===== src/rtl/trap_pkg.sv =====
`default_nettype none
// ============================================================================
// Module      : trap_pkg
// Description : Shared definitions for the machine-mode trap controller:
//               cause codes, FSM state encoding, mstatus bit positions and
//               the mstatus update helpers for trap entry and MRET.
// Revision    : 1.0  initial release
// ============================================================================
package trap_pkg;

    // Synchronous exception cause codes
    localparam logic [31:0] c_cause_inst_misaligned  = 32'd0;
    localparam logic [31:0] c_cause_illegal_inst     = 32'd2;
    localparam logic [31:0] c_cause_ebreak           = 32'd3;
    localparam logic [31:0] c_cause_load_misaligned  = 32'd4;
    localparam logic [31:0] c_cause_store_misaligned = 32'd6;
    localparam logic [31:0] c_cause_ecall            = 32'd11;

    // Interrupt cause codes (bit 31 set marks an interrupt)
    localparam logic [31:0] c_cause_irq_sw    = 32'h8000_0003;
    localparam logic [31:0] c_cause_irq_timer = 32'h8000_0007;
    localparam logic [31:0] c_cause_irq_ext   = 32'h8000_000B;

    // mip / mie bit positions
    localparam int c_mip_sw    = 3;
    localparam int c_mip_timer = 7;
    localparam int c_mip_ext   = 11;

    // mstatus bit positions
    localparam int c_mstatus_mie    = 3;
    localparam int c_mstatus_mpie   = 7;
    localparam int c_mstatus_mpp_lo = 11;
    localparam int c_mstatus_mpp_hi = 12;

    typedef enum logic [1:0] {
        ST_IDLE  = 2'd0,
        ST_TRAP  = 2'd1,
        ST_REDIR = 2'd2,
        ST_RET   = 2'd3
    } state_t;

    // Trap entry: stash MIE into MPIE, disable interrupts, record M-mode.
    function automatic logic [31:0] f_mstatus_trap(input logic [31:0] m);
        logic [31:0] r;
        r = m;
        r[c_mstatus_mpie] = m[c_mstatus_mie];
        r[c_mstatus_mie]  = 1'b0;
        r[c_mstatus_mpp_hi:c_mstatus_mpp_lo] = 2'b11;
        return r;
    endfunction

    // MRET: restore MIE from MPIE, re-arm MPIE, stay in M-mode.
    function automatic logic [31:0] f_mstatus_ret(input logic [31:0] m);
        logic [31:0] r;
        r = m;
        r[c_mstatus_mie]  = m[c_mstatus_mpie];
        r[c_mstatus_mpie] = 1'b1;
        r[c_mstatus_mpp_hi:c_mstatus_mpp_lo] = 2'b11;
        return r;
    endfunction

endpackage : trap_pkg
`default_nettype wire


===== src/rtl/trap_ctrl_if.sv =====
`default_nettype none
// ============================================================================
// Module      : trap_ctrl_if
// Description : Bundle between the pipeline/CSR file and trap_ctrl.
//               Pipeline inputs: valid_i, pc_i, inst_i, badaddr_i, the six
//               exception flags, is_mret_i, irq_*_i, mie_i, mstatus_i,
//               exc_ret_addr_i. CSR write port: we_exc_o, mcause_d_o,
//               mepc_d_o, mtval_d_o, mstatus_d_o, mstatus_we_o, mip_d_o,
//               is_int_o, sel_exc_nret_o. Pipeline control: flush_o, busy_o,
//               pc_redirect_o, pc_target_o.
//               slave = trap_ctrl side, master = pipeline/CSR side.
// Revision    : 1.0  initial release
// ============================================================================
interface trap_ctrl_if;
    logic        valid_i;
    logic [31:0] pc_i;
    logic [31:0] inst_i;
    logic [31:0] badaddr_i;
    logic        e_inst_misaligned_i;
    logic        e_illegal_inst_i;
    logic        e_ebreak_i;
    logic        e_ecall_i;
    logic        e_load_misaligned_i;
    logic        e_store_misaligned_i;
    logic        is_mret_i;
    logic        irq_ext_i;
    logic        irq_timer_i;
    logic        irq_sw_i;
    logic [31:0] mie_i;
    logic [31:0] mstatus_i;
    logic [31:0] exc_ret_addr_i;

    logic        we_exc_o;
    logic [31:0] mcause_d_o;
    logic [31:0] mepc_d_o;
    logic [31:0] mtval_d_o;
    logic [31:0] mstatus_d_o;
    logic        mstatus_we_o;
    logic [31:0] mip_d_o;
    logic        is_int_o;
    logic        sel_exc_nret_o;
    logic        flush_o;
    logic        busy_o;
    logic        pc_redirect_o;
    logic [31:0] pc_target_o;

    modport slave (
        input  valid_i, pc_i, inst_i, badaddr_i,
               e_inst_misaligned_i, e_illegal_inst_i, e_ebreak_i, e_ecall_i,
               e_load_misaligned_i, e_store_misaligned_i, is_mret_i,
               irq_ext_i, irq_timer_i, irq_sw_i, mie_i, mstatus_i,
               exc_ret_addr_i,
        output we_exc_o, mcause_d_o, mepc_d_o, mtval_d_o, mstatus_d_o,
               mstatus_we_o, mip_d_o, is_int_o, sel_exc_nret_o,
               flush_o, busy_o, pc_redirect_o, pc_target_o
    );

    modport master (
        output valid_i, pc_i, inst_i, badaddr_i,
               e_inst_misaligned_i, e_illegal_inst_i, e_ebreak_i, e_ecall_i,
               e_load_misaligned_i, e_store_misaligned_i, is_mret_i,
               irq_ext_i, irq_timer_i, irq_sw_i, mie_i, mstatus_i,
               exc_ret_addr_i,
        input  we_exc_o, mcause_d_o, mepc_d_o, mtval_d_o, mstatus_d_o,
               mstatus_we_o, mip_d_o, is_int_o, sel_exc_nret_o,
               flush_o, busy_o, pc_redirect_o, pc_target_o
    );
endinterface : trap_ctrl_if
`default_nettype wire


===== src/rtl/trap_prio.sv =====
`default_nettype none
// ============================================================================
// Module      : trap_prio
// Description : Combinational trap arbitration. Builds mip from the interrupt
//               lines, decides whether any trap is taken and returns its
//               cause and mtval. Interrupts (ext > sw > timer) beat all
//               exceptions.
// Ports       : i_e_* exception flags, i_irq_* interrupt lines, i_mie,
//               i_mstatus_mie (global enable), i_inst, i_badaddr;
//               o_mip, o_trap, o_is_int, o_cause, o_mtval.
// Revision    : 1.0  initial release
// ============================================================================
module trap_prio
    import trap_pkg::*;
(
    input  wire logic        i_e_inst_misaligned,
    input  wire logic        i_e_illegal_inst,
    input  wire logic        i_e_ebreak,
    input  wire logic        i_e_ecall,
    input  wire logic        i_e_load_misaligned,
    input  wire logic        i_e_store_misaligned,
    input  wire logic        i_irq_ext,
    input  wire logic        i_irq_timer,
    input  wire logic        i_irq_sw,
    input  wire logic [31:0] i_mie,
    input  wire logic        i_mstatus_mie,
    input  wire logic [31:0] i_inst,
    input  wire logic [31:0] i_badaddr,
    output logic      [31:0] o_mip,
    output logic             o_trap,
    output logic             o_is_int,
    output logic      [31:0] o_cause,
    output logic      [31:0] o_mtval
);

    logic [31:0] w_irq_en;
    logic        w_irq_pend;

    always_comb begin
        o_mip             = 32'd0;
        o_mip[c_mip_ext]   = i_irq_ext;
        o_mip[c_mip_timer] = i_irq_timer;
        o_mip[c_mip_sw]    = i_irq_sw;
    end

    assign w_irq_en   = o_mip & i_mie;
    assign w_irq_pend = i_mstatus_mie & (|w_irq_en);

    always_comb begin
        o_trap   = 1'b0;
        o_is_int = 1'b0;
        o_cause  = 32'd0;
        o_mtval  = 32'd0;
        if (w_irq_pend) begin
            o_trap   = 1'b1;
            o_is_int = 1'b1;
            if (w_irq_en[c_mip_ext])     o_cause = c_cause_irq_ext;
            else if (w_irq_en[c_mip_sw]) o_cause = c_cause_irq_sw;
            else                         o_cause = c_cause_irq_timer;
        end else if (i_e_inst_misaligned) begin
            o_trap  = 1'b1;
            o_cause = c_cause_inst_misaligned;
            o_mtval = i_badaddr;
        end else if (i_e_illegal_inst) begin
            o_trap  = 1'b1;
            o_cause = c_cause_illegal_inst;
            o_mtval = i_inst;
        end else if (i_e_ebreak) begin
            o_trap  = 1'b1;
            o_cause = c_cause_ebreak;
        end else if (i_e_ecall) begin
            o_trap  = 1'b1;
            o_cause = c_cause_ecall;
        end else if (i_e_load_misaligned) begin
            o_trap  = 1'b1;
            o_cause = c_cause_load_misaligned;
            o_mtval = i_badaddr;
        end else if (i_e_store_misaligned) begin
            o_trap  = 1'b1;
            o_cause = c_cause_store_misaligned;
            o_mtval = i_badaddr;
        end
    end

endmodule : trap_prio
`default_nettype wire


===== src/rtl/trap_ctrl.sv =====
`default_nettype none
// ============================================================================
// Module      : trap_ctrl
// Description : Machine-mode trap sequencer. IDLE accepts a trap or MRET from
//               the check stage; TRAP writes mcause/mepc/mtval/mstatus and
//               flushes; REDIR steers fetch to the handler; RET performs
//               MRET. Busy outside IDLE, nothing is queued.
// Ports       : clk_i, rst_i (async, active-low), bus (trap_ctrl_if.slave).
// Parameters  : VECTORED - 1: interrupts target mtvec + 4*cause.
// Revision    : 1.0  initial release
// ============================================================================
module trap_ctrl
    import trap_pkg::*;
#(
    parameter int VECTORED = 0
) (
    input  wire logic   clk_i,
    input  wire logic   rst_i,
    trap_ctrl_if.slave  bus
);

    state_t      r_state;
    state_t      w_state_nx;
    logic [31:0] r_mcause;
    logic [31:0] r_mepc;
    logic [31:0] r_mtval;
    logic        r_is_int;

    logic        w_trap;
    logic        w_is_int;
    logic [31:0] w_cause;
    logic [31:0] w_mtval;
    logic        w_accept;
    logic [31:0] w_vec_off;

    trap_prio u_prio (
        .i_e_inst_misaligned  (bus.e_inst_misaligned_i),
        .i_e_illegal_inst     (bus.e_illegal_inst_i),
        .i_e_ebreak           (bus.e_ebreak_i),
        .i_e_ecall            (bus.e_ecall_i),
        .i_e_load_misaligned  (bus.e_load_misaligned_i),
        .i_e_store_misaligned (bus.e_store_misaligned_i),
        .i_irq_ext            (bus.irq_ext_i),
        .i_irq_timer          (bus.irq_timer_i),
        .i_irq_sw             (bus.irq_sw_i),
        .i_mie                (bus.mie_i),
        .i_mstatus_mie        (bus.mstatus_i[c_mstatus_mie]),
        .i_inst               (bus.inst_i),
        .i_badaddr            (bus.badaddr_i),
        .o_mip                (bus.mip_d_o),
        .o_trap               (w_trap),
        .o_is_int             (w_is_int),
        .o_cause              (w_cause),
        .o_mtval              (w_mtval)
    );

    assign w_accept = (r_state == ST_IDLE) && bus.valid_i && w_trap;

    // Vector offset applies only to interrupts in vectored mode.
    assign w_vec_off = ((VECTORED != 0) && r_is_int) ?
                       {25'd0, r_mcause[4:0], 2'b00} : 32'd0;

    always_ff @(posedge clk_i or negedge rst_i) begin
        if (!rst_i) r_state <= ST_IDLE;
        else        r_state <= w_state_nx;
    end

    // Trap record is captured only on acceptance, so it holds through REDIR.
    always_ff @(posedge clk_i or negedge rst_i) begin
        if (!rst_i) begin
            r_mcause <= 32'd0;
            r_mepc   <= 32'd0;
            r_mtval  <= 32'd0;
            r_is_int <= 1'b0;
        end else if (w_accept) begin
            r_mcause <= w_cause;
            r_mepc   <= bus.pc_i;
            r_mtval  <= w_mtval;
            r_is_int <= w_is_int;
        end
    end

    assign bus.mcause_d_o = r_mcause;
    assign bus.mepc_d_o   = r_mepc;
    assign bus.mtval_d_o  = r_mtval;

    always_comb begin
        w_state_nx         = r_state;
        bus.we_exc_o       = 1'b0;
        bus.mstatus_we_o   = 1'b0;
        bus.mstatus_d_o    = 32'd0;
        bus.is_int_o       = 1'b0;
        bus.sel_exc_nret_o = 1'b0;
        bus.flush_o        = 1'b0;
        bus.busy_o         = 1'b1;
        bus.pc_redirect_o  = 1'b0;
        bus.pc_target_o    = 32'd0;
        case (r_state)
            ST_IDLE: begin
                bus.busy_o = 1'b0;
                if (bus.valid_i && w_trap)          w_state_nx = ST_TRAP;
                else if (bus.valid_i && bus.is_mret_i) w_state_nx = ST_RET;
            end
            ST_TRAP: begin
                bus.we_exc_o     = 1'b1;
                bus.mstatus_we_o = 1'b1;
                bus.mstatus_d_o  = f_mstatus_trap(bus.mstatus_i);
                bus.flush_o      = 1'b1;
                bus.is_int_o     = r_is_int;
                w_state_nx       = ST_REDIR;
            end
            ST_REDIR: begin
                bus.pc_redirect_o = 1'b1;
                bus.pc_target_o   = {bus.exc_ret_addr_i[31:2], 2'b00} + w_vec_off;
                w_state_nx        = ST_IDLE;
            end
            ST_RET: begin
                bus.sel_exc_nret_o = 1'b1;
                bus.flush_o        = 1'b1;
                bus.pc_redirect_o  = 1'b1;
                bus.pc_target_o    = bus.exc_ret_addr_i;
                bus.mstatus_we_o   = 1'b1;
                bus.mstatus_d_o    = f_mstatus_ret(bus.mstatus_i);
                w_state_nx         = ST_IDLE;
            end
            default: w_state_nx = ST_IDLE;
        endcase
    end

endmodule : trap_ctrl
`default_nettype wire


===== src/flat_wrapper.sv =====
// flat-port wrapper written by rule: the top's interface ports become plain ports
module trap_ctrl_flat import trap_pkg::*;
#(
    parameter int VECTORED = 0
)
  (clk_i, rst_i, bus_valid_i, bus_pc_i, bus_inst_i, bus_badaddr_i, bus_e_inst_misaligned_i, bus_e_illegal_inst_i, bus_e_ebreak_i, bus_e_ecall_i, bus_e_load_misaligned_i, bus_e_store_misaligned_i, bus_is_mret_i, bus_irq_ext_i, bus_irq_timer_i, bus_irq_sw_i, bus_mie_i, bus_mstatus_i, bus_exc_ret_addr_i, bus_we_exc_o, bus_mcause_d_o, bus_mepc_d_o, bus_mtval_d_o, bus_mstatus_d_o, bus_mstatus_we_o, bus_mip_d_o, bus_is_int_o, bus_sel_exc_nret_o, bus_flush_o, bus_busy_o, bus_pc_redirect_o, bus_pc_target_o);
  trap_ctrl_if bus_i ();
  input  wire logic clk_i;
  input  wire logic rst_i;
  input wire logic [$bits(bus_i.valid_i)-1:0] bus_valid_i;
  input wire logic [$bits(bus_i.pc_i)-1:0] bus_pc_i;
  input wire logic [$bits(bus_i.inst_i)-1:0] bus_inst_i;
  input wire logic [$bits(bus_i.badaddr_i)-1:0] bus_badaddr_i;
  input wire logic [$bits(bus_i.e_inst_misaligned_i)-1:0] bus_e_inst_misaligned_i;
  input wire logic [$bits(bus_i.e_illegal_inst_i)-1:0] bus_e_illegal_inst_i;
  input wire logic [$bits(bus_i.e_ebreak_i)-1:0] bus_e_ebreak_i;
  input wire logic [$bits(bus_i.e_ecall_i)-1:0] bus_e_ecall_i;
  input wire logic [$bits(bus_i.e_load_misaligned_i)-1:0] bus_e_load_misaligned_i;
  input wire logic [$bits(bus_i.e_store_misaligned_i)-1:0] bus_e_store_misaligned_i;
  input wire logic [$bits(bus_i.is_mret_i)-1:0] bus_is_mret_i;
  input wire logic [$bits(bus_i.irq_ext_i)-1:0] bus_irq_ext_i;
  input wire logic [$bits(bus_i.irq_timer_i)-1:0] bus_irq_timer_i;
  input wire logic [$bits(bus_i.irq_sw_i)-1:0] bus_irq_sw_i;
  input wire logic [$bits(bus_i.mie_i)-1:0] bus_mie_i;
  input wire logic [$bits(bus_i.mstatus_i)-1:0] bus_mstatus_i;
  input wire logic [$bits(bus_i.exc_ret_addr_i)-1:0] bus_exc_ret_addr_i;
  output wire logic [$bits(bus_i.we_exc_o)-1:0] bus_we_exc_o;
  output wire logic [$bits(bus_i.mcause_d_o)-1:0] bus_mcause_d_o;
  output wire logic [$bits(bus_i.mepc_d_o)-1:0] bus_mepc_d_o;
  output wire logic [$bits(bus_i.mtval_d_o)-1:0] bus_mtval_d_o;
  output wire logic [$bits(bus_i.mstatus_d_o)-1:0] bus_mstatus_d_o;
  output wire logic [$bits(bus_i.mstatus_we_o)-1:0] bus_mstatus_we_o;
  output wire logic [$bits(bus_i.mip_d_o)-1:0] bus_mip_d_o;
  output wire logic [$bits(bus_i.is_int_o)-1:0] bus_is_int_o;
  output wire logic [$bits(bus_i.sel_exc_nret_o)-1:0] bus_sel_exc_nret_o;
  output wire logic [$bits(bus_i.flush_o)-1:0] bus_flush_o;
  output wire logic [$bits(bus_i.busy_o)-1:0] bus_busy_o;
  output wire logic [$bits(bus_i.pc_redirect_o)-1:0] bus_pc_redirect_o;
  output wire logic [$bits(bus_i.pc_target_o)-1:0] bus_pc_target_o;
  assign bus_i.valid_i = bus_valid_i;
  assign bus_i.pc_i = bus_pc_i;
  assign bus_i.inst_i = bus_inst_i;
  assign bus_i.badaddr_i = bus_badaddr_i;
  assign bus_i.e_inst_misaligned_i = bus_e_inst_misaligned_i;
  assign bus_i.e_illegal_inst_i = bus_e_illegal_inst_i;
  assign bus_i.e_ebreak_i = bus_e_ebreak_i;
  assign bus_i.e_ecall_i = bus_e_ecall_i;
  assign bus_i.e_load_misaligned_i = bus_e_load_misaligned_i;
  assign bus_i.e_store_misaligned_i = bus_e_store_misaligned_i;
  assign bus_i.is_mret_i = bus_is_mret_i;
  assign bus_i.irq_ext_i = bus_irq_ext_i;
  assign bus_i.irq_timer_i = bus_irq_timer_i;
  assign bus_i.irq_sw_i = bus_irq_sw_i;
  assign bus_i.mie_i = bus_mie_i;
  assign bus_i.mstatus_i = bus_mstatus_i;
  assign bus_i.exc_ret_addr_i = bus_exc_ret_addr_i;
  assign bus_we_exc_o = bus_i.we_exc_o;
  assign bus_mcause_d_o = bus_i.mcause_d_o;
  assign bus_mepc_d_o = bus_i.mepc_d_o;
  assign bus_mtval_d_o = bus_i.mtval_d_o;
  assign bus_mstatus_d_o = bus_i.mstatus_d_o;
  assign bus_mstatus_we_o = bus_i.mstatus_we_o;
  assign bus_mip_d_o = bus_i.mip_d_o;
  assign bus_is_int_o = bus_i.is_int_o;
  assign bus_sel_exc_nret_o = bus_i.sel_exc_nret_o;
  assign bus_flush_o = bus_i.flush_o;
  assign bus_busy_o = bus_i.busy_o;
  assign bus_pc_redirect_o = bus_i.pc_redirect_o;
  assign bus_pc_target_o = bus_i.pc_target_o;
  trap_ctrl #(.VECTORED(VECTORED)) u_core (.clk_i(clk_i), .rst_i(rst_i), .bus(bus_i));
endmodule

===== config.mk =====
export PLATFORM = sky130hd
export DESIGN_NAME = trap_ctrl_flat
export DESIGN_NICKNAME = d
export VERILOG_FILES = /design/src/rtl/trap_pkg.sv /design/src/rtl/trap_ctrl_if.sv /design/src/rtl/trap_prio.sv /design/src/rtl/trap_ctrl.sv /design/src/flat_wrapper.sv
export SDC_FILE = /design/constraint.sdc
export NUM_CORES = 1
export LEC_CHECK = 0
export CAP_MARGIN = 0
export CELL_PAD_IN_SITES_DETAIL_PLACEMENT = 1
export CELL_PAD_IN_SITES_GLOBAL_PLACEMENT = 1
export CORE_AREA = 2 2 159 161
export CTS_CLUSTER_SIZE = 8
export DETAILED_ROUTE_END_ITERATION = 6
export DIE_AREA = 0 0 161 163
export PLACE_DENSITY_LB_ADDON = 0.15
export RECOVER_POWER = 25
export SETUP_SLACK_MARGIN = 0.4
export SKIP_CTS_REPAIR_TIMING = 1
export SYNTH_ARGS = -nofsm -noshare
export SYNTH_HDL_FRONTEND = slang
export SYNTH_HIERARCHICAL = 1
export SYNTH_SLANG_ARGS = --single-unit

===== constraint.sdc =====
create_clock -name clk_i -period 2.97 [get_ports clk_i]
set_input_delay 0.891 -clock clk_i [delete_from_list [all_inputs] [get_ports clk_i]]
set_output_delay 0.891 -clock clk_i [all_outputs]
set_load 0.05 [all_outputs]

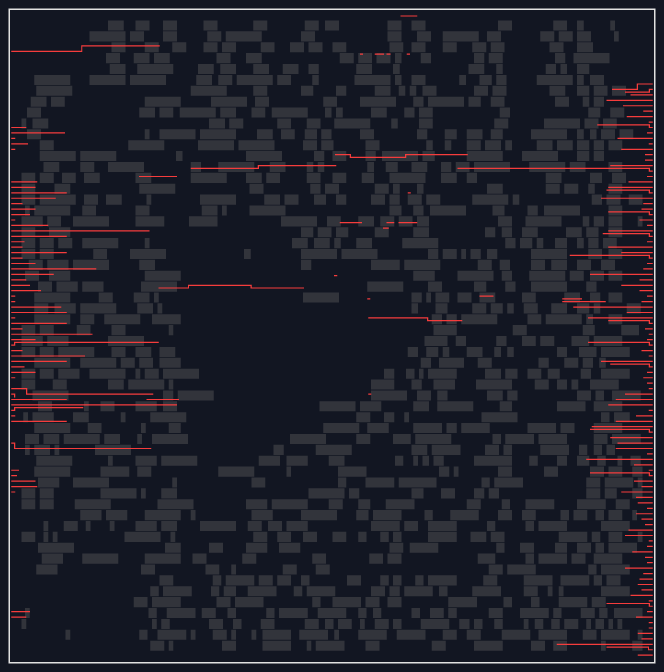
**Above:** run 1 (metal 3).
nets with wire on the layer = 170
main direction = horizontal
longest straight run = 47.8 um
share of all routed wire = 6.5%
GRT met3 Usage: 5.19%
vias post-DR: 4867

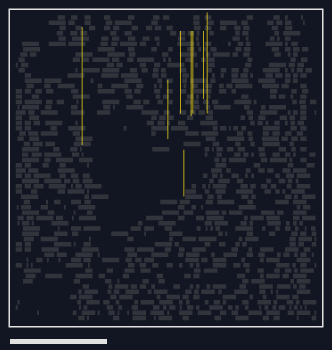
**Above:** run 1 (signal wires on met4).
Scale bar: 50 um.
longest straight run = 60.5 um
wire length on this layer = 329 um
main direction = vertical
nets with wire on the layer = 7
share of all routed wire = 1.5%
WL final: 22500 um

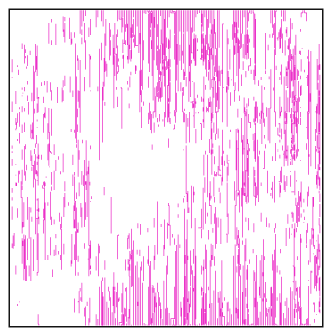
**Above:** run 1 (met2 routing).
share of all routed wire = 52%
wire length on this layer = 11600 um
nets with wire on the layer = 942
main direction = vertical
longest straight run = 59.8 um
GR Util met2: 29.1%

==> results_dict.tcl, run 1 <==
# flow metrics
set metrics [dict create \
    yosys_warnings 6 \
    synth_area_per_cell_sq_um 11.7 \
    p_int_mw 3.92 \
    switching_power_mw 3.15 \
    rr_startpoint "u_core/r_state[1]" \
    tritoncts "built" \
    yosysTopAreaCell "dfrtp_1" \
    max_cap_viol_count 0 \
    p_comb_mw 3.98 \
    p_leak_nw 4.40 \
    clock_power_mw 1.16 \
    warnings 58 \
    grt_pass1_wl_um 32900 \
    place_area_sq_um 10000 \
    edf_count 0 \
    cp-endpoint "bus_pc_target_o[1]" \
    grt_overflow 0 \
    synth_area_sq_um 5680 \
    synthArstFlopShare_pct 100 \
    die-height_um 163 \
    layout.nets 1041 \
    setup_viol 0 \
    cts_buffer_depth 2 \
    min_path_cells 1 \
    track_usage_pct 16.5 \
    buffer_area_share_pct 43.6 \
    num_rows 58 \
    buffers 385 \
    final_cells 1170 \
    via_per_inst 4.16 \
    top_usage_layer "met2" \
    grt_max_degree 40 \
    pre_cts_ws_ps -233 \
    fp.dieW_um 161 \
    fin_crit_ps 2590 \
    drv_slew 0 \
    nMultiInputCombCells 338 \
    ys_cells 486 \
    cp-start-kind "input port" \
    cts_buffers 9 \
    combGateArea_sq_um 2730 \
    crit_start "bus_exc_ret_addr_i[1]" \
    layout_setup_ws_ps 380 \
    cp.required_ps 2080 \
    hold_class "flip-flop to flip-flop" \
    routedWlPerCell_um 19.2 \
    synthCells 486 \
    cp-end-kind "output pin" \
    setup-tns-final_ps 0 \
    ys.flop_type "dfrtp_1" \
    ant_nets 0 \
    finish.utilization_pct 42.5 \
    clk_latency_ps 360 \
    clkSinkCount 99 \
    rsz0062_at_grt "yes" \
    final-clk-cell-share_pct 2.72 \
    p_sw_share_pct 44.5 \
    path_class "input port to output pin" \
    p_per_area_nw_per_um2 674 \
    cp.arrival_ps 1700 \
    h-tree-depth 3 \
    drive_above_1_share_pct 33.5 \
    hold_start "u_core/r_is_int" \
    reg2reg_to "u_core/bus.mtval_d_o[22]" \
    ff2ff_setup_slack_ps 880 \
    seq-power_mw 1.93 \
    die_area_sq_um 26200 \
    drtIter0Drc 226 \
    status "finished clean" \
    p_comb_share_pct 56.3 \
    comb_share_pct 26.0 \
    max_slew_margin_pct 34.0 \
    dp_cells 1145 \
    layout_top_cell "clkdlybuf4s50_1" \
    finish.instance_area_sq_um 10500 \
    ys_seq_share_pct 43.6 \
    top_cell "dfrtp_1" \
    area_leaders "dfrtp_1 (44%), mux2_2 (13%), buf_4 (9.4%), mux2_4 (7.9%), and2_1 (6.6%)" \
    worst_pin_slew_ps 989 \
    common_cells "dfrtp_1 (99), buf_4 (71), mux2_2 (67)" \
    synth_chip_area_sq_um 5680 \
    lay_top_cells "clkdlybuf4s50_1 (260), dfrtp_1 (97), buf_12 (75)" \
    fmax_mhz 386 \
    cts_root_buf "clkbuf_16" \
    fill_cells 2646 \
    area_growth_pct 84.7 \
    synth_flops 99 \
    r2r_cells 6 \
    cts.reportedPaths.clkPinSlew_ps 70 \
]
==> run 1: kinds of logic after synthesis <==
logic type | share of synthesized area [%]
flops | 43.6
compound gates | 9.99
buf+inv | 13.3
mux | 21.2
simple gates | 11.9
other cells | 0.0660
==> run 1: routing by layer <==
metal	wire [um]	vias to the layer above
met5	0	-
met4	328	0
met3	1460	18
met2	11600	191
met1	9110	2382
li1	-	2276
==> run 1: critical path: stages <==
cell             delay (ps)
clkdlybuf4s50_1         450
and3_1                  210
buf_12                  150
==> run 1: worst min-delay path by stage <==
stage	to	slack (ps)
final	u_core/r_is_int	510
after global routing	u_core/r_is_int	530
after CTS	u_core/r_is_int	510
after detailed placement	u_core/bus.mcause_d_o[11]	490
after global placement	u_core/bus.mepc_d_o[1]	490
after floorplan	u_core/r_is_int	470
--- run 2 (diff from run 1) ---
CTS_CLUSTER_SIZE = not set   (was 8)
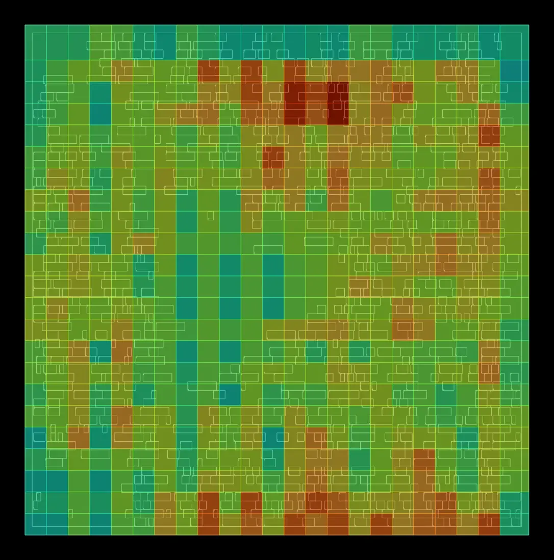
**Above:** run 2 (track usage over the die).
Routed WL per cell: 19.2 um
overall routing resource usage: 16.5%
met1 usage: 19.7%
grt peak-use layer: met2
Util after Layout: 42.5%

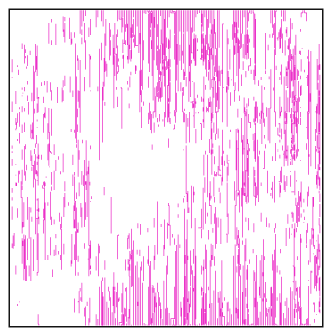
**Above:** run 2 (met2 routing).
longest straight run = 59.8 um
main direction = vertical
nets with wire on the layer = 942
wire length on this layer = 11600 um
share of all routed wire = 52%

==> results_dict.tcl, run 2 <==
# flow metrics
set metrics [dict create \
    wl_met3_um 1460 \
    edf_count 0 \
    p_per_area_nw_per_um2 674 \
    p_leak_nw 4.40 \
    ys_sh_adder_pct 0 \
    layout_top_cell "clkdlybuf4s50_1" \
    worst_pin_slew_ps 989 \
    setup-tns-final_ps 0 \
    clk_latency_ps 360 \
    fp_util_pct 23.0 \
    p_sw_share_pct 44.5 \
    path_buffers 2 \
    yosysUniqueCellTypes 35 \
    cp.required_ps 2080 \
    p_comb_share_pct 56.3 \
    path_class "input port to output pin" \
    synth.cellmix.compoundShare_pct 9.99 \
    synthCells 486 \
    seq_share_pct 23.6 \
    nMultiInputCombCells 338 \
    max_slew_margin_pct 34.0 \
    drv_slew 0 \
    crit_slowest_cell "clkdlybuf4s50_1" \
    use_met2_pct 29.1 \
    ys_sh_mux_pct 21.2 \
    yosysTopAreaCell "dfrtp_1" \
    buffer_area_share_pct 43.6 \
    use_met3_pct 5.19 \
    fmax_mhz 386 \
    p_clk_share_pct 16.4 \
    routed_wl_um 22500 \
    final-clk-cell-share_pct 2.72 \
    layout.nets 1041 \
    area_growth_pct 84.7 \
    seq-power_mw 1.93 \
    grt_pass1_wl_um 32900 \
    ys_seq_share_pct 43.6 \
    num_vias 4867 \
    num_rows 58 \
    warnings 58 \
    switching_power_mw 3.15 \
    tritoncts "built" \
    hold_viol 0 \
    critPathTopFamily "buffers and inverters" \
    gp_congestion 0.801 \
    setup_viol 0 \
    ff2ff_setup_slack_ps 880 \
    clock_power_mw 1.16 \
    common_cells "dfrtp_1 (99), buf_4 (71), mux2_2 (67)" \
    cp.arrival_ps 1700 \
    hold_class "flip-flop to flip-flop" \
    die-height_um 163 \
    drt_first_pass_iters 4 \
    synthArstFlopShare_pct 100 \
    finish.instance_area_sq_um 10500 \
    dr.max_layer_used "met4" \
    top_logic_kind "multiplexers" \
    buffers 385 \
    combGateArea_sq_um 2730 \
    cp-end-kind "output pin" \
    drtIter0Drc 226 \
    die_area_sq_um 26200 \
    grt_max_degree 40 \
    path_cells "clkdlybuf4s50_1, and3_1, buf_12" \
    status "finished clean" \
    p_comb_mw 3.98 \
    cts_buffers 9 \
    ant_nets 0 \
    ys_sh_xor_pct 0 \
    synth_area_sq_um 5680 \
    fin_crit_ps 2590 \
    top_cell "dfrtp_1" \
    ys.flop_type "dfrtp_1" \
    simple_gate_share_pct 11.9 \
    p_int_mw 3.92 \
    fill_cells 2646 \
    slowest_delay_ps 450 \
    cts_buffer_depth 2 \
    max_cap_viol_count 0 \
    wl_met2_um 11600 \
    yosys_warnings 6 \
    synth_chip_area_sq_um 5680 \
    comb_share_pct 26.0 \
    ys_cells 486 \
    cts.reportedPaths.clkPinSlew_ps 70 \
    synth_area_per_cell_sq_um 11.7 \
    cts_root_buf "clkbuf_16" \
    h-tree-depth 3 \
    cp-start-kind "input port" \
    drive_above_1_share_pct 33.5 \
    tapCellCount 330 \
    clkSinkCount 99 \
    fp.dieW_um 161 \
    place_area_sq_um 10000 \
    via_per_inst 4.16 \
    drt-met1-wl_um 9110 \
    grt_overflow 0 \
    area_leaders "dfrtp_1 (44%), mux2_2 (13%), buf_4 (9.4%), mux2_4 (7.9%), and2_1 (6.6%)" \
]
==> run 2: cell counts after synthesis <==
No cell type changed its count.
==> run 2: through the flow <==
step,util [%],worst slack (ps),std cells
floorplan,-,438,541
global placement,40.6,-227,1145
detailed placement,40.6,-233,1145
CTS,41.7,130,1160
global route,42.5,345,1170
finish,42.5,380,1170
==> run 2: final timing paths <==
check / end / cells after the start / from
max reg2reg: u_core/bus.mtval_d_o[22] / 6 / u_core/r_state[1]
min reg2reg: u_core/r_is_int / 1 / u_core/r_is_int
min in group asynchronous: u_core/bus.mtval_d_o[14] / 1 / rst_i
min: u_core/r_is_int / 1 / u_core/r_is_int
max: bus_pc_target_o[1] / 3 / bus_exc_ret_addr_i[1]
max in group asynchronous: u_core/bus.mcause_d_o[7] / 2 / rst_i
--- run 3 (diff from run 2) ---
CORE_AREA = 2 2 156 158   (was 2 2 159 161)
DIE_AREA = 0 0 158 160   (was 0 0 161 163)
GPL_ROUTABILITY_DRIVEN = 1   (was not set)
SYNTH_HIERARCHICAL = not set   (was 1)
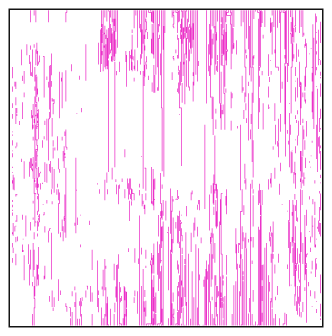
**Above:** run 3 (met2 routing).
share of all routed wire = 56%
longest straight run = 76.2 um
main direction = vertical
nets with wire on the layer = 788
GR Util met2: 25.7%
vias post-DR: 3816
WL final: 17400 um

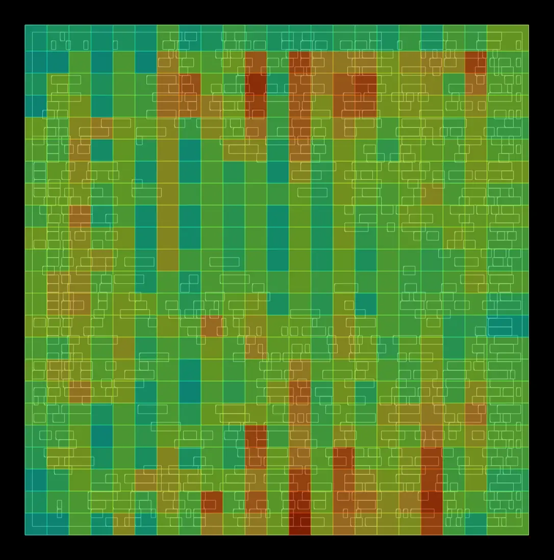
**Above:** run 3 (track usage over the die).
Routed WL per cell: 17.5 um
met1 usage: 13.4%

==> results_dict.tcl, run 3 <==
# flow metrics
set metrics [dict create \
    max_cap_viol_count 1 \
    edf_count 0 \
    dp_cells 982 \
    drt_first_pass_iters 4 \
    place_area_sq_um 8060 \
    synth_area_sq_um 4030 \
    pin_count 404 \
    ant_nets 0 \
    cp.arrival_ps 1680 \
    dr.max_layer_used "met4" \
    critPathTopFamily "buffers and inverters" \
    final_cells 997 \
    ff2ff_setup_slack_ps 1200 \
    lay_top_cells "clkdlybuf4s50_1 (234), buf_12 (72), dfrtp_1 (71)" \
    cts_buffers 9 \
    fp.dieW_um 158 \
    power_mw 5.44 \
    synth_chip_area_sq_um 4030 \
    top_area_share_pct 44.0 \
    yosys_warnings 0 \
    h-tree-depth 3 \
    fin_crit_ps 2570 \
    hold_viol 0 \
    gp_congestion 0.708 \
    drtIter0Drc 83 \
    worst_pin_slew_ps 1810 \
    setup_viol 0 \
    drive_above_1_share_pct 27.9 \
    top_cell "dfrtp_1" \
    fmax_mhz 390 \
    tritoncts "built" \
    worstSetupPathDepth 2 \
    irDropWorstVdd_mv 0.307 \
    rr_startpoint "u_core.r_state[1]" \
    port_buffers 316 \
    core_sq_um 23800 \
    cts_root_buf "clkbuf_16" \
    path_cells "clkdlybuf4s50_1, buf_12" \
    clk_latency_ps 340 \
    drc 0 \
    p_per_area_nw_per_um2 642 \
    top_usage_layer "met2" \
    grt_overflow 0 \
    violations "capacitance limit, slew limit" \
    hold_class "flip-flop to flip-flop" \
    skew_ps 4.23 \
    die-height_um 160 \
    crit_slowest_cell "clkdlybuf4s50_1" \
    grt_max_degree 72 \
    ys_cells 360 \
    ys.flop_type "dfrtp_1" \
    r2r_cells 5 \
    cp-end-kind "output pin" \
    synthCells 360 \
    max_slew_margin_pct -20.4 \
    finish.utilization_pct 35.6 \
    common_cells "dfrtp_1 (71), buf_4 (63), and2_1 (61)" \
    status "finished with violations" \
    area_growth_pct 110 \
    synth_flops 71 \
    min_path_cells 1 \
    track_usage_pct 13.4 \
    hold_slack_ps 488 \
    yosysTopAreaCell "dfrtp_1" \
    wl_met3_um 1740 \
    die_area_sq_um 25300 \
    drt-met1-wl_um 5770 \
    cp.required_ps 2080 \
    hpwl_um 14200 \
    layout_setup_ws_ps 403 \
    pre_cts_ws_ps 103 \
    synthArstFlopShare_pct 100 \
    hold_start "u_core.bus.mtval_d_o[20]" \
    path_class "input port to output pin" \
    synth_area_per_cell_sq_um 11.2 \
    finish.instance_area_sq_um 8480 \
    cp-start-kind "input port" \
    num_rows 57 \
    reg2reg_to "u_core.bus.mcause_d_o[1]" \
    grt_pass1_vias 4259 \
    fp_util_pct 16.9 \
    layout.nets 874 \
    ys_seq_share_pct 44.0 \
    drv_slew 72 \
    rsz0062_at_grt "yes" \
    grt_pass1_wl_um 25500 \
    layout_top_cell "clkdlybuf4s50_1" \
    area_leaders "dfrtp_1 (44%), buf_4 (12%), mux2_4 (10%), and2_1 (9.5%), o2bb2ai_1 (6.9%)" \
    path_buffers 2 \
    use_met3_pct 5.16 \
    p_leak_nw 3.61 \
    warnings 58 \
    holdPathEnd "u_core.bus.mtval_d_o[20]" \
    slowest_delay_ps 610 \
    diodes 0 \
    antenna_found_initial 1 \
    yosysUniqueCellTypes 34 \
    path_max_fanout 4 \
    wl_met2_um 9700 \
    setup-tns-final_ps 0 \
    via_per_inst 3.83 \
    clkSinkCount 71 \
    post-route-period-util_pct 86.4 \
    cts.reportedPaths.clkPinSlew_ps 60 \
    cts_buffer_depth 2 \
    crit_start "bus_irq_ext_i" \
    cp-endpoint "bus_mip_d_o[11]" \
]
==> run 3: report_power, final <==
part	internal, mW	switching (mW)	total, mW
Sequential	1.20	0.138	1.34
Clock	0.668	0.424	1.09
Combinational	1.22	1.79	3.01
Total	3.09	2.35	5.44
==> run 3: layout make-up <==
cell class	instances	area [sq um]
flip-flops and latches	71	1780
multi-input cells	250	1970
repair buffers	333	4020
clock inverters	5	58.8
fillers	2631	15300
inverters	4	15.0
clock buffers	10	239
well taps	324	405
==> run 3: logic make-up after synthesis <==
logic type             count (synthesis)  share of synthesized area, %
other                                  1                        0.0930
and+or+nand+nor                       79                          12.4
buffers and inverters                 94                          15.4
DFF                                   71                          44.0
AOI/OAI and AO/OA                     81                          16.0
muxes                                 34                          12.1

## Gallery

M1 wires.
shot_01.png
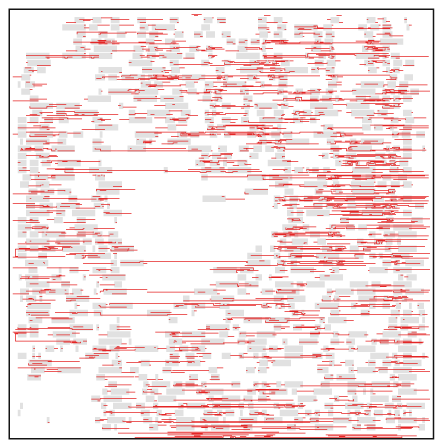
shot_02.png
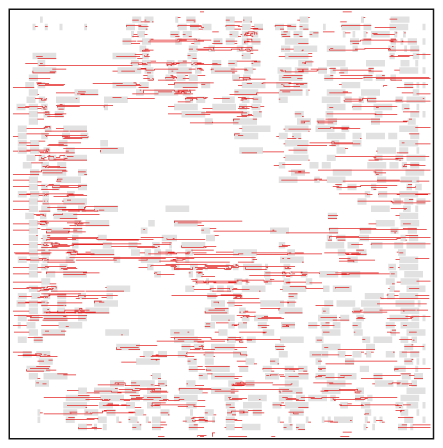
Run 3 is shot_02.png.
Run 2 is shot_01.png.

Key to shot_02.png:
nets with wire on the layer = 682
main direction = horizontal
longest straight run = 69.5 um

